Fig. 1: run 1, register map, names as in the netlist
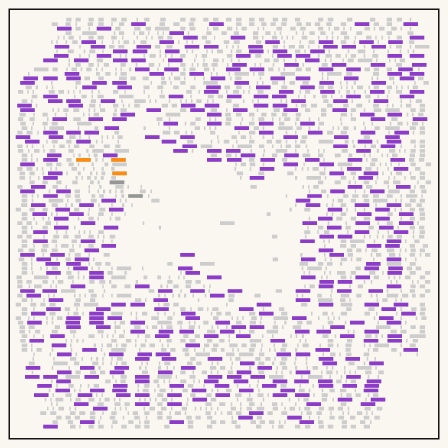
Fig. 2: run 1, gate-type map
Bar = 100 microns.
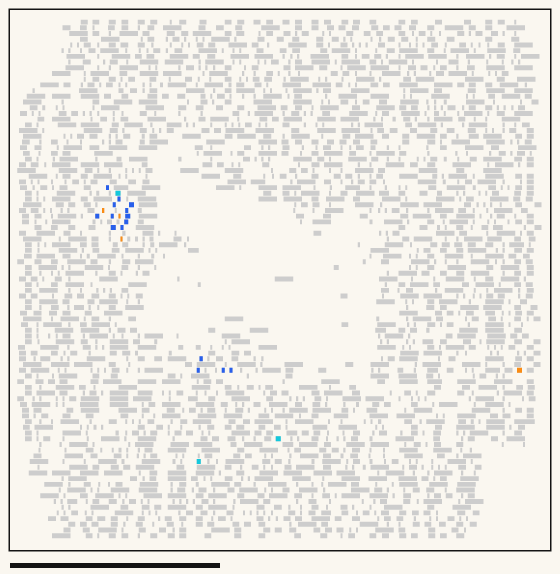
Fig. 3: run 1, pin placement
Pins as bars across the die edge, other pins in gray.
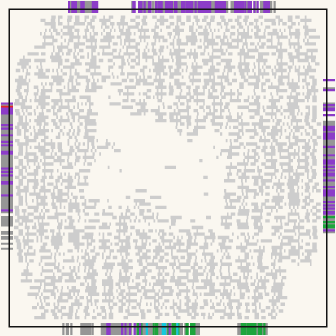
Fig. 4: run 1, metal layers overlaid
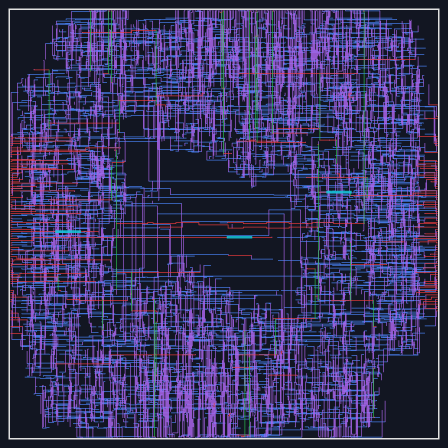
--- config.mk ---
export PLATFORM = sky130hd
export DESIGN_NAME = tl_pipe_stage
export DESIGN_NICKNAME = d
export VERILOG_FILES = /design/src/rtl/tl_pipe_stage.sv
export SDC_FILE = /design/constraint.sdc
export NUM_CORES = 1
export LEC_CHECK = 0
export CAP_MARGIN = 20
export CELL_PAD_IN_SITES_DETAIL_PLACEMENT = 2
export CELL_PAD_IN_SITES_GLOBAL_PLACEMENT = 2
export CORE_MARGIN = 3
export CORE_UTILIZATION = 29
export CTS_CLUSTER_SIZE = 16
export DETAILED_ROUTE_END_ITERATION = 10
export GPL_TIMING_DRIVEN = 0
export PLACE_DENSITY = 0.78
export SLEW_MARGIN = 5
export SYNTH_ARGS = -nofsm -noshare
export SYNTH_HDL_FRONTEND = slang
export SYNTH_SLANG_ARGS = --single-unit
export TNS_END_PERCENT = 1
--- constraint.sdc ---
create_clock -name clk_i -period 12.45 [get_ports clk_i]
set_clock_uncertainty 0.15 [all_clocks]
set_input_delay 1.245 -clock clk_i [delete_from_list [all_inputs] [get_ports clk_i]]
set_output_delay 1.245 -clock clk_i [all_outputs]
set_load 0.02 [all_outputs]
--- src/rtl/tl_pipe_stage.sv ---
// Elastic EXE->TL pipeline stage: DEPTH-entry in-order buffer with valid/ready on both sides,
// load/store classification at push time and synchronous kill. Optional TL_PIPE_PERF_EN adds a stall counter.
module tl_pipe_stage #(
    parameter int XLEN      = 32,
    parameter int PAYLOAD_W = 128,
    parameter int DEPTH     = 2
) (
    input  logic                 clk_i,
    input  logic                 rsn_i,
    input  logic                 kill_i,
    input  logic                 up_valid_i,
    output logic                 up_ready_o,
    input  logic [31:0]          up_instr_i,
    input  logic [XLEN-1:0]      up_pc_i,
    input  logic [4:0]           up_wr_addr_i,
    input  logic                 up_wr_en_i,
    input  logic [PAYLOAD_W-1:0] up_payload_i,
    output logic                 dn_valid_o,
    input  logic                 dn_ready_i,
    output logic [31:0]          dn_instr_o,
    output logic [XLEN-1:0]      dn_pc_o,
    output logic [4:0]           dn_wr_addr_o,
    output logic                 dn_wr_en_o,
    output logic                 dn_cache_en_o,
    output logic                 dn_is_store_o,
    output logic [PAYLOAD_W-1:0] dn_payload_o,
`ifdef TL_PIPE_PERF_EN
    output logic [31:0]          stall_cnt_o,
`endif
    output logic [2:0]           occupancy_o
);

    localparam int PTR_W = (DEPTH > 1) ? $clog2(DEPTH) : 1;
    localparam logic [6:0] OP_LOAD  = 7'b0000011;
    localparam logic [6:0] OP_STORE = 7'b0100011;

    typedef struct packed {
        logic [31:0]          instr;
        logic [XLEN-1:0]      pc;
        logic [4:0]           wr_addr;
        logic                 wr_en;
        logic                 cache_en;
        logic                 is_store;
        logic [PAYLOAD_W-1:0] payload;
    } entry_t;

    entry_t           mem [DEPTH];
    entry_t           in_entry;
    entry_t           head;
    logic [PTR_W-1:0] rd_ptr;
    logic [PTR_W-1:0] wr_ptr;
    logic [2:0]       count;
    logic             push;
    logic             pop;

    function automatic logic [PTR_W-1:0] next_ptr(input logic [PTR_W-1:0] p);
        return (p == PTR_W'(DEPTH - 1)) ? '0 : p + 1'b1;
    endfunction

    // Ready depends on count alone, so a full buffer never accepts even if it pops this cycle.
    assign up_ready_o  = (count < 3'(DEPTH));
    assign dn_valid_o  = (count != 3'd0);
    assign occupancy_o = count;
    assign push        = up_valid_i && up_ready_o;
    assign pop         = dn_valid_o && dn_ready_i;

    always_comb begin
        in_entry          = '0;
        in_entry.instr    = up_instr_i;
        in_entry.pc       = up_pc_i;
        in_entry.wr_addr  = up_wr_addr_i;
        in_entry.payload  = up_payload_i;
        case (up_instr_i[6:0])
            OP_LOAD: begin
                in_entry.cache_en = 1'b1;
                in_entry.wr_en    = up_wr_en_i && (up_wr_addr_i != 5'd0);
            end
            OP_STORE: begin
                in_entry.cache_en = 1'b1;
                in_entry.is_store = 1'b1;
            end
            default: ;
        endcase
    end

    always_ff @(posedge clk_i or posedge rsn_i) begin
        if (rsn_i) begin
            rd_ptr <= '0;
            wr_ptr <= '0;
            count  <= '0;
            for (int i = 0; i < DEPTH; i++) mem[i] <= '0;
        end else if (kill_i) begin
            rd_ptr <= '0;
            wr_ptr <= '0;
            count  <= '0;
        end else begin
            if (push) begin
                mem[wr_ptr] <= in_entry;
                wr_ptr      <= next_ptr(wr_ptr);
            end
            if (pop) rd_ptr <= next_ptr(rd_ptr);
            case ({push, pop})
                2'b10:   count <= count + 3'd1;
                2'b01:   count <= count - 3'd1;
                default: count <= count;
            endcase
        end
    end

    // Empty buffer drives zeros so stale entries never leak downstream.
    always_comb begin
        head = '0;
        if (dn_valid_o) head = mem[rd_ptr];
    end

    assign dn_instr_o    = head.instr;
    assign dn_pc_o       = head.pc;
    assign dn_wr_addr_o  = head.wr_addr;
    assign dn_wr_en_o    = head.wr_en;
    assign dn_cache_en_o = head.cache_en;
    assign dn_is_store_o = head.is_store;
    assign dn_payload_o  = head.payload;

`ifdef TL_PIPE_PERF_EN
    always_ff @(posedge clk_i or posedge rsn_i) begin
        if (rsn_i) begin
            stall_cnt_o <= '0;
        end else if (dn_valid_o && !dn_ready_i && (stall_cnt_o != 32'hFFFF_FFFF)) begin
            stall_cnt_o <= stall_cnt_o + 32'd1;
        end
    end
`endif

endmodule

==> ci_impl_report.md, run 1 <==
## Implementation flow summary

| Metric | Value |
|---|---|
| Worst-Margin Slew | between 1 and 1.5 ns |
| Top Layout Cells | 601 x nand2_1, 407 x clkdlybuf4s50_1, 405 x dfrtp_1 |
| Leading cell kind | sequential cells |
| Placed Instances | roughly 3k |
| CTS Sinks | 405 |
| Cell Area, Placed | 0.0237 sq mm |
| Count of non-CTS inverters in the layout | 4 |
| Die y size | about 260 microns |
| Synth flops | a little over 400 |
| DR WL met3 | 2820 microns |
| Met2 usage | 35.4% |
| Synth area leaders | dfrtp_1 55%, nand2_1 12%, mux2_2 11% |
| CTS tree | built |
| Commonest non-fill, non-tap cell in the layout | nand2_1 |
| RSZ-0062 raised after global routing | no |
| TNS Setup | 0 ns |
| Flops | 405 |
| Synth area leader | dfrtp_1 |
| Yosys chip area | 0.0183 sq mm |
| Critical Path RT | between 10 and 15 ns |
| Tap cells | 837 |
| Post-synth top cells | 601 x nand2_1, 405 x dfrtp_1, 204 x nor2_1 |
| Run status | complete, no violations |
| Clk slew on worst S/H paths | 0.06 ns |
| Comb group | 2850 uW |
| Slew headroom | 30.8% |
| Period utilization | 40.9% |
| N_diodes | 11 |
| Met1 wire length | 27,400 microns |
| Final slew viol count | 0 |
| R2R Path Start | occupancy_o[1] |
| Combinational Area | 0.00752 sq mm |
| Routed wire length | roughly 66,000 microns |
| Cell Area, Synth | roughly 0.018 sq mm |
| Syn-to-layout area delta | 37.7% |
| Clock net power | 1360 uW |
| Aggregate global routing overflow | 0 |
| WP buf/inv | 4 |
| Largest register FFs | 400 |
| Top-count cell post-synth | nand2_1 |
| Final setup violation count | 0 |
| Die footprint | about 0.066 sq mm |
| Hold Path Origin | mem[205] |
Notes on Fig. 1 above:
legend:
  occupancy_o:
    color: orange
    flops: 3
  mem:
    color: purple
    flops: 400
    where: all over the die
not colored: 2
fraction of area in registers: 40.2%
P_seq: 2320 uW
fin util: 40.7%
register area: 0.0101 sq mm

Notes on Fig. 2 above:
legend:
  aoi and oai cells:
    color: blue
    cells: 15
    most_used: o21ai_0
  and/or cells:
    color: cyan
    cells: 3
    most_used: or4_1
  inv cells:
    color: orange
    cells: 4
    most_used: inv_1

Notes on Fig. 3 above:
legend:
  dn_payload_o:
    color: purple
    pins: 128
    direction: output
    edge: 67 north, 34 east, 19 west, 8 south
  up_pc_i:
    color: green
    pins: 32
    direction: input
    edge: 28 south, 4 east
  up_wr_addr_i:
    color: cyan
    pins: 5
    direction: input
    edge: south
  kill_i:
    color: red
    pins: 1
    direction: input
    edge: west
all pins by edge: 135 north, 119 south, 78 west, 76 east

Notes on Fig. 4 above:
legend:
  M3:
    color: red
    wire_length: 2,820 microns
  M4:
    color: green
    wire_length: 1,430 microns
  M1:
    color: blue
    wire_length: 27.4 mm
  M2:
    color: purple
    wire_length: 34.3 mm
  M5:
    color: cyan
    wire_length: 41.4 microns

[run 1: worst register-to-register path: cells and delay by family, from the launching register on]
family | cells | cell delay, ns
and+or+nand+nor | 4 | 0.50
buffers and inverters | 2 | 1.20
DFF | 1 | 0.55
[run 1: cells by family (layout without fill, tap and decap cells)]
logic type	Yosys count	in the layout	synth area share, %
adders and majority gates	1	1	0.109
and+or+nand+nor	819	819	17.0
AOI/OAI and AO/OA	16	16	0.505
xor gates and xnor gates	2	2	0.0956
DFF	405	405	55.3
other	0	11	0
buffers and inverters	116	621	3.65
muxes	399	399	23.3
[run 1: final timing paths]
path                                     to  cells after the start
setup reg to reg                   mem[311]                      6
hold / removal                     mem[205]                      2
hold reg to reg                    mem[205]                      2
setup / recovery           dn_payload_o[98]                      6
max in group asynchronous          mem[107]                      6
min in group asynchronous           mem[24]                      2
Fig. 5: run 1, clock wiring as the flow saved it
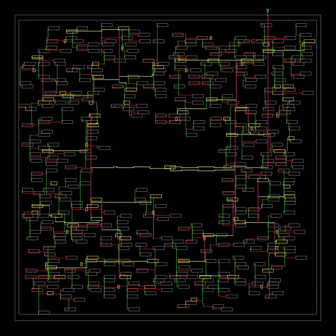

==> run 2, diff against run 1 <==
- clock period: 12.45 -> 4.5 ns (I/O delays scaled with it)
Fig. 6: run 2, clock wiring as the flow saved it
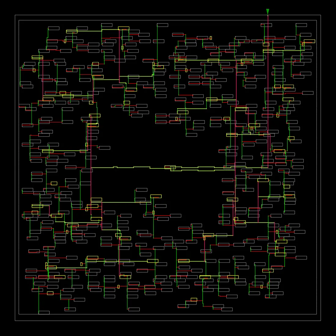
Clock net power: 3760 uW
layout clock buffer count: 79
clk latency late pin: 0.56 ns

Fig. 7: run 2, metal layers overlaid
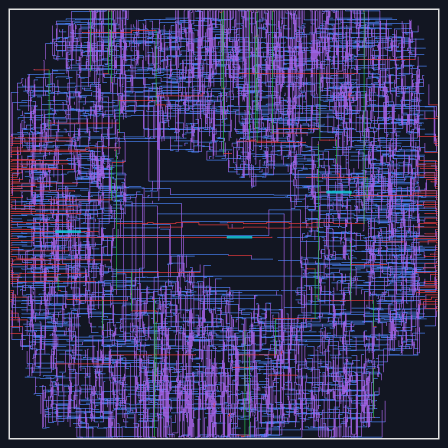
legend:
  M3:
    color: red
    wire_length: 2,820 microns
  M2:
    color: purple
    wire_length: 34.3 mm
  M1:
    color: blue
    wire_length: 27.4 mm
  M4:
    color: green
    wire_length: 1,430 microns
  M5:
    color: cyan
    wire_length: 41.4 microns

==> run 2 against run 1 <==
Against the previous run:
- clock-buffer cell count unchanged
- sequential power rose to 2.8 times the previous value
- worst setup slack worse by 7.1 ns
- worst hold slack worse by 0.14 ns
- combinational power went up to 2.8 times the previous value
- global-route usage is the same
- utilization about the same
- final area barely moved
- highest routed layer unchanged
==> ci_impl_report.md, run 2 <==
## Implementation flow summary

| Metric | Value |
|---|---|
| Crit path depth | 6 (unchanged) |
| Fraction of area in registers | 40.2% (about the same) |
| Setup crit end | dn_instr_o[27] |
| Largest register FFs | 400 (unchanged) |
| R2R cell count | 6 (unchanged) |
| Worst reg2reg endpoint | mem[311] |
| Synth area leaders | dfrtp_1 55%, nand2_1 12%, mux2_2 11% |
| TNS Setup | 0 ns (unchanged) |
| Complex-gate fraction of the synthesized area | 0.505% (unchanged) |
| Routed wire length | 66,000 microns (about the same) |
| XOR Share, Synth | 0.0956% (unchanged) |
| Combinational Area | 0.00752 sq mm (unchanged) |
| Critical Path RT | 3.90 ns (-7.16 ns) |
| Aggregate global routing overflow | 0 (unchanged) |
| Leading cell kind | sequential cells |
| Comb group | 7890 uW (+180%) |
| N_diodes | 11 (unchanged) |
| Slew headroom | 38.0% (+7.1 points) |
| Die footprint | 0.0662 sq mm (unchanged) |
| Top-count cell post-synth | nand2_1 |
| Yosys chip area | 0.0183 sq mm (unchanged) |
| Mux area share | 23.3% (unchanged) |
| R2R Path Start | occupancy_o[1] |
| P_seq | 6410 uW (+180%) |
| Synth Area in Adders | 0.109% (unchanged) |
| Post-synth top cells | 601 x nand2_1, 405 x dfrtp_1, 204 x nor2_1 |
| CTS tree | built |
| Syn-to-layout area delta | 37.7% (about the same) |
| Final setup violation count | 0 (unchanged) |
| Placed Instances | 3,014 (unchanged) |
| Top Layout Cells | 601 x nand2_1, 407 x clkdlybuf4s50_1, 405 x dfrtp_1 |
| Run status | complete, no violations |
| Cell Area, Placed | 0.0237 sq mm (unchanged) |
| Fin util | 40.7% (about the same) |
| Comb area leader | multiplexers |
| Worst-Margin Slew | 0.931 ns (-0.107 ns) |
| RSZ-0062 raised after global routing | no |
| Cell Area, Synth | 0.0183 sq mm (unchanged) |
| CTS Sinks | 405 (unchanged) |
| Final slew viol count | 0 (unchanged) |
| Count of non-CTS inverters in the layout | 4 (unchanged) |
| Register area | 0.0101 sq mm (unchanged) |
Fig. 8: run 2, gate-type map
Bar = 100 microns.
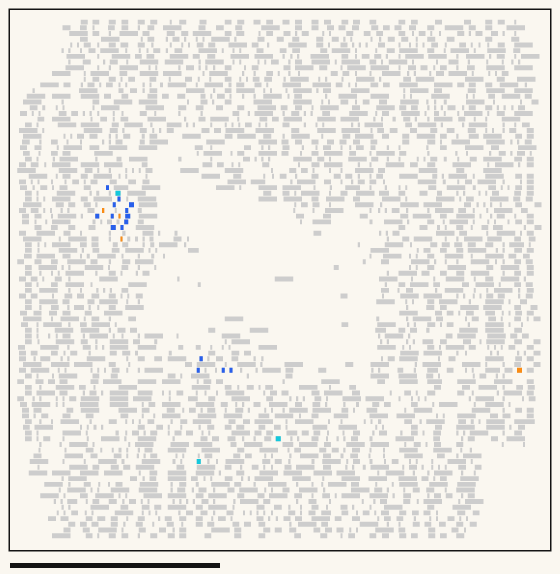
legend:
  and/or cells:
    color: cyan
    cells: 3
    most_used: or4_1
  inv cells:
    color: orange
    cells: 4
    most_used: inv_1
  aoi and oai cells:
    color: blue
    cells: 15
    most_used: o21ai_0

## run 2: cell counts in the layout (fill, tap and decap cells not counted)
Identical to the previous run, type by type.
## run 2: how the worst min path moves through the flow
stage / from / endpoint / cells after the start
floorplan: mem[200] / mem[200] / 2
global placement: mem[234] / mem[234] / 2
detailed placement: mem[290] / mem[290] / 2
CTS: rsn_i / mem[9] / 2
global route: rsn_i / mem[9] / 2
finish: rsn_i / mem[24] / 2
## run 2: per-layer routing
metal | wire [microns] | vias up | GRT usage (%)
li1 | - | 6629 | -
met1 | 27400 | 7534 | 23.6
met2 | 34300 | 260 | 35.4
met3 | 2820 | 79 | 3.93
met4 | 1430 | 6 | 6.30
met5 | 41 | - | 0
## run 2: timing repair
action | CTS | global route
gates resized | 0 | 4
endpoints found under the setup margin | 0 | 23
endpoints found under the hold margin | 0 | 0
No activity file was given, so power comes from the tool's default toggle rates.
